[config.mk]
export PLATFORM = sky130hd
export DESIGN_NAME = seq_pattern_tx
export DESIGN_NICKNAME = d
export VERILOG_FILES = /design/src/rtl/seq_pkg.sv /design/src/rtl/seq_piso.sv /design/src/rtl/seq_pattern_tx.sv
export SDC_FILE = /design/constraint.sdc
export NUM_CORES = 1
export LEC_CHECK = 0
export ABC_AREA = 1
export CAP_MARGIN = 5
export CORE_MARGIN = 1
export CORE_UTILIZATION = 25
export DETAILED_ROUTE_END_ITERATION = 6
export PLACE_DENSITY = 0.43
export SYNTH_ARGS = -nofsm -noshare
export SYNTH_HDL_FRONTEND = slang
export SYNTH_SLANG_ARGS = --single-unit
[constraint.sdc]
create_clock -name clk -period 4.05 [get_ports clk]
set_clock_uncertainty 0.2 [all_clocks]
set_input_delay 0.6075 -clock clk [delete_from_list [all_inputs] [get_ports clk]]
set_output_delay 0.6075 -clock clk [all_outputs]
set_load 0.05 [all_outputs]
[src/rtl/seq_pkg.sv]
// Shared definitions for the serial sequence transmitter/detector family:
// FSM state encoding, default geometry and an even-parity helper.
package seq_pkg;

    typedef enum logic [1:0] {
        ST_IDLE = 2'd0,
        ST_SEND = 2'd1,
        ST_GAP  = 2'd2
    } seq_state_e;

    localparam int   SEQ_PAT_W    = 3;
    localparam int   SEQ_GAP      = 2;
    localparam logic SEQ_IDLE_BIT = 1'b1;

    // Even parity of up to 32 bits; narrower vectors are zero-extended,
    // which leaves the parity unchanged.
    function automatic logic seq_even_parity(input logic [31:0] v);
        return ^v;
    endfunction

endpackage

[src/rtl/seq_piso.sv]
// Parallel-load, MSB-first shift register. The shift is circular so the
// latched pattern is back in its load position after W shifts, which lets
// the transmitter resend copies without reloading.
module seq_piso #(
    parameter int W = 3
) (
    input  logic         clk,
    input  logic         rst_n,
    input  logic         load_i,
    input  logic         shift_i,
    input  logic [W-1:0] data_i,
    output logic         msb_o
);

    logic [W-1:0] sr_q, sr_d;

    // Load has priority over shift; hold otherwise.
    always_comb begin
        sr_d = sr_q;
        if (load_i) begin
            sr_d = data_i;
        end else if (shift_i) begin
            sr_d = {sr_q[W-2:0], sr_q[W-1]};
        end
    end

    // Shift register storage.
    always_ff @(posedge clk or negedge rst_n) begin
        if (!rst_n) begin
            sr_q <= '0;
        end else begin
            sr_q <= sr_d;
        end
    end

    assign msb_o = sr_q[W-1];

endmodule

[src/rtl/seq_pattern_tx.sv]
// Serial pattern transmitter: latches a pattern on start and sends it
// MSB-first, rep+1 times, with GAP idle cycles between copies.
// Optional feature macro: SEQ_TX_PARITY_EN appends an even-parity bit to
// every copy.
//
// state   | meaning
// --------+-----------------------------------------------
// IDLE    | line at IDLE_BIT, waiting for start
// SEND    | pattern (or parity) bit of current copy on out
// GAP     | idle cycles between copies, busy still high
module seq_pattern_tx
    import seq_pkg::*;
#(
    parameter int   PAT_W    = SEQ_PAT_W,
    parameter int   REP_W    = 4,
    parameter int   GAP      = SEQ_GAP,
    parameter logic IDLE_BIT = SEQ_IDLE_BIT
) (
    input  logic             clk,
    input  logic             rst,
    input  logic             start,
    input  logic             stop,
    input  logic [PAT_W-1:0] pat_in,
    input  logic [REP_W-1:0] rep,
    output logic             out,
    output logic             out_vld,
    output logic             busy,
    output logic             done
);

    localparam int BIT_CW = (PAT_W > 1) ? $clog2(PAT_W) : 1;
    localparam int GAP_CW = (GAP > 0) ? $clog2(GAP + 1) : 1;
    localparam logic [BIT_CW-1:0] BIT_LAST = BIT_CW'(PAT_W - 1);

    seq_state_e        state_q, state_d;
    logic [BIT_CW-1:0] bit_cnt_q, bit_cnt_d;
    logic [GAP_CW-1:0] gap_cnt_q, gap_cnt_d;
    logic [REP_W-1:0]  copy_q, copy_d;
    logic              out_q, out_d;
    logic              vld_q, vld_d;
    logic              busy_q, busy_d;
    logic              done_q, done_d;
    logic              piso_load, piso_shift, piso_msb;
    logic              copy_end;
    logic [PAT_W-1:0]  load_pat;
`ifdef SEQ_TX_PARITY_EN
    logic              par_bit_q, par_bit_d;
    logic              par_ph_q, par_ph_d;
`endif

    // The first bit goes straight from pat_in to out at acceptance, so the
    // shifter is loaded pre-rotated: its MSB is always the next bit to send.
    assign load_pat = {pat_in[PAT_W-2:0], pat_in[PAT_W-1]};

    seq_piso #(
        .W (PAT_W)
    ) u_piso (
        .clk     (clk),
        .rst_n   (rst),
        .load_i  (piso_load),
        .shift_i (piso_shift),
        .data_i  (load_pat),
        .msb_o   (piso_msb)
    );

    // A copy ends on its last pattern bit, or on the parity bit when enabled.
`ifdef SEQ_TX_PARITY_EN
    assign copy_end = par_ph_q;
`else
    assign copy_end = (bit_cnt_q == BIT_LAST);
`endif

    // Next-state and registered-output values; defaults describe the idle line.
    always_comb begin
        state_d    = state_q;
        bit_cnt_d  = bit_cnt_q;
        gap_cnt_d  = gap_cnt_q;
        copy_d     = copy_q;
        out_d      = IDLE_BIT;
        vld_d      = 1'b0;
        busy_d     = 1'b0;
        done_d     = 1'b0;
        piso_load  = 1'b0;
        piso_shift = 1'b0;
`ifdef SEQ_TX_PARITY_EN
        par_bit_d  = par_bit_q;
        par_ph_d   = 1'b0;
`endif
        case (state_q)
            ST_IDLE: begin
                if (start && !stop) begin
                    state_d   = ST_SEND;
                    piso_load = 1'b1;
                    bit_cnt_d = '0;
                    copy_d    = rep;
                    out_d     = pat_in[PAT_W-1];
                    vld_d     = 1'b1;
                    busy_d    = 1'b1;
`ifdef SEQ_TX_PARITY_EN
                    par_bit_d = seq_even_parity(32'(pat_in));
`endif
                end
            end
            ST_SEND: begin
                if (stop) begin
                    state_d   = ST_IDLE;
                    bit_cnt_d = '0;
                    gap_cnt_d = '0;
                    copy_d    = '0;
                end else if (copy_end) begin
                    bit_cnt_d = '0;
                    if (copy_q == '0) begin
                        state_d = ST_IDLE;
                        done_d  = 1'b1;
                    end else begin
                        copy_d = copy_q - 1'b1;
                        busy_d = 1'b1;
                        if (GAP > 0) begin
                            state_d   = ST_GAP;
                            gap_cnt_d = GAP_CW'(GAP - 1);
                        end else begin
                            out_d      = piso_msb;
                            vld_d      = 1'b1;
                            piso_shift = 1'b1;
                        end
                    end
`ifdef SEQ_TX_PARITY_EN
                end else if (bit_cnt_q == BIT_LAST) begin
                    par_ph_d = 1'b1;
                    out_d    = par_bit_q;
                    vld_d    = 1'b1;
                    busy_d   = 1'b1;
`endif
                end else begin
                    bit_cnt_d  = bit_cnt_q + 1'b1;
                    out_d      = piso_msb;
                    vld_d      = 1'b1;
                    busy_d     = 1'b1;
                    piso_shift = 1'b1;
                end
            end
            ST_GAP: begin
                if (stop) begin
                    state_d   = ST_IDLE;
                    bit_cnt_d = '0;
                    gap_cnt_d = '0;
                    copy_d    = '0;
                end else if (gap_cnt_q == '0) begin
                    state_d    = ST_SEND;
                    out_d      = piso_msb;
                    vld_d      = 1'b1;
                    busy_d     = 1'b1;
                    piso_shift = 1'b1;
                end else begin
                    gap_cnt_d = gap_cnt_q - 1'b1;
                    busy_d    = 1'b1;
                end
            end
            default: begin
                state_d = ST_IDLE;
            end
        endcase
    end

    // State, counters and output registers.
    always_ff @(posedge clk or negedge rst) begin
        if (!rst) begin
            state_q   <= ST_IDLE;
            bit_cnt_q <= '0;
            gap_cnt_q <= '0;
            copy_q    <= '0;
            out_q     <= IDLE_BIT;
            vld_q     <= 1'b0;
            busy_q    <= 1'b0;
            done_q    <= 1'b0;
        end else begin
            state_q   <= state_d;
            bit_cnt_q <= bit_cnt_d;
            gap_cnt_q <= gap_cnt_d;
            copy_q    <= copy_d;
            out_q     <= out_d;
            vld_q     <= vld_d;
            busy_q    <= busy_d;
            done_q    <= done_d;
        end
    end

`ifdef SEQ_TX_PARITY_EN
    // Parity of the latched pattern and the parity-cycle flag.
    always_ff @(posedge clk or negedge rst) begin
        if (!rst) begin
            par_bit_q <= 1'b0;
            par_ph_q  <= 1'b0;
        end else begin
            par_bit_q <= par_bit_d;
            par_ph_q  <= par_ph_d;
        end
    end
`endif

    assign out     = out_q;
    assign out_vld = vld_q;
    assign busy    = busy_q;
    assign done    = done_q;

endmodule

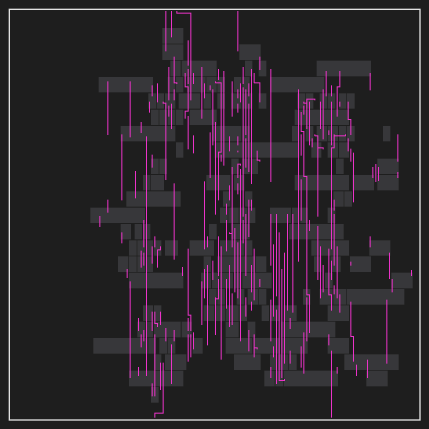
m2.png
Scale: 6 px per um.
The longest straight run is 39.8 um. The wires run mostly vertical. 145 nets have wire on it. The layer holds 49% of the routed length. The layer carries 1,200 um of wire.

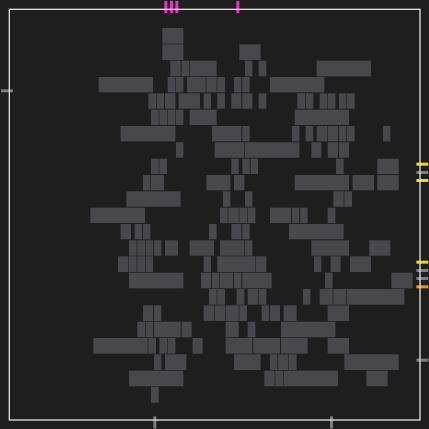
pinout.png
Scale: 6 px per um. Pins as bars across the die edge, other pins in gray.
Key: `pat_in` = yellow [pins 3, direction input, edge right]; `start` = orange [pins 1, direction input, edge right]; `rep` = magenta [pins 4, direction input, edge top]

==> results.txt <==
The following summarizes the physical implementation.

Run status
The flow ran to the end, and the final reports show no timing, DRC or antenna violations.

Synthesis
Sorting the synthesis cell report by count puts at the top sky130_fd_sc_hd__nand2_1. Counting flops with an async set or reset pin after synthesis yields a share of 1.00. The area of the synthesized netlist per yosys stat is 0.00110 mm^2.

Floorplanning
The die outline area is roughly 0.0047 mm^2. The floorplan has 23 rows.

Layout
The most frequent standard cell in the layout excluding fill and tap cells is sky130_fd_sc_hd__nand2_1. The area taken by sequential standard cells is reported as 427 um^2. The fill cell total of the finished layout is around 440.

Setup path
The gate family responsible for the most delay along the worst path is buffers and inverters. The longest individual stage delay on the worst path is between 0.7 and 0.8 ns. The number of buffer and inverter stages on the critical path is 1.

Run
Max-cap violations in this run came to 0.

STA
The maximum operating frequency is ~420 MHz. Setup repair after global routing left no endpoint under its margin.

Drt
The wire length recorded after detailed routing is about 2.5 mm. The number of remaining DRC errors is 0. The total iterations of the first detailed-routing run is 4.

The detailed route wirelength on metal2 is around 1.2 mm.

GRT
The initial antenna violation count was 0.
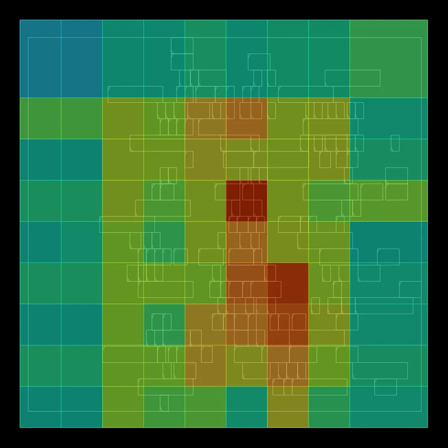
congestion_map.png
global routing usage on met3: 0.0267
global-route met1 utilization: 0.145
wire per inst: 11.3 um

area by class of cell:
type	instances	area share
Tap cell	50	0.0466
Sequential cell	17	0.318
Timing Repair Buffer	14	0.104
Clock buffer	4	0.0335
Inverter	20	0.0577
Multi-Input combinational cell	111	0.440
where the power goes:
part / switching (uW) / internal [uW] / leakage (uW)
clock: 60.8 / 69.9 / 0.0000228
combinational: 324 / 172 / 0.000424
sequential: 43.3 / 233 / 0.000220
cells by family after synthesis:
kind of cell | Yosys count | synth area share
simple gates | 84 | 0.364
compound gates | 19 | 0.0879
xor+xnor | 1 | 0.00799
flops | 17 | 0.389
buf+inv | 20 | 0.0708
fa+ha+maj | 7 | 0.0799
worst paths after layout:
| kind | start | slack (ns) | end | cells after the start |
|---|---|---|---|---|
| max | out | 1.69 | out | 1 |
| min | gap_cnt_q[1] | 0.27 | gap_cnt_q[1] | 2 |
| max reg2reg | state_q[0] | 2.25 | u_piso.sr_q[0] | 9 |
| min reg2reg | gap_cnt_q[1] | 0.27 | gap_cnt_q[1] | 2 |
| max in group asynchronous | rst | 2.54 | u_piso.sr_q[1] | 1 |
| min in group asynchronous | rst | 0.61 | state_q[1] | 1 |
flip-flops by register name (all words and copies together), names as in the netlist:
signal	cells
out_vld	1
done	1
state_q	2
bit_cnt_q	2
gap_cnt_q	2
copy_q	4
busy	1
u_piso.sr_q	3
out	1
per-stage QoR:
stage          cells  setup slack [ns]  total power (uW)  hold WS [ns]  instance area [um^2]
2_1_floorplan    148              2.48               648         0.112                  1100
5_1_grt          216              1.64               994         0.314                  1340
3_3_place_gp     212              1.86               776         0.258                  1300
4_1_cts          216              1.68               915         0.280                  1340
6_report         216              1.69               903         0.273                  1340
3_5_place_dp     212              1.86               780         0.264                  1300
No activity file was given, so power comes from the tool's default toggle rates.
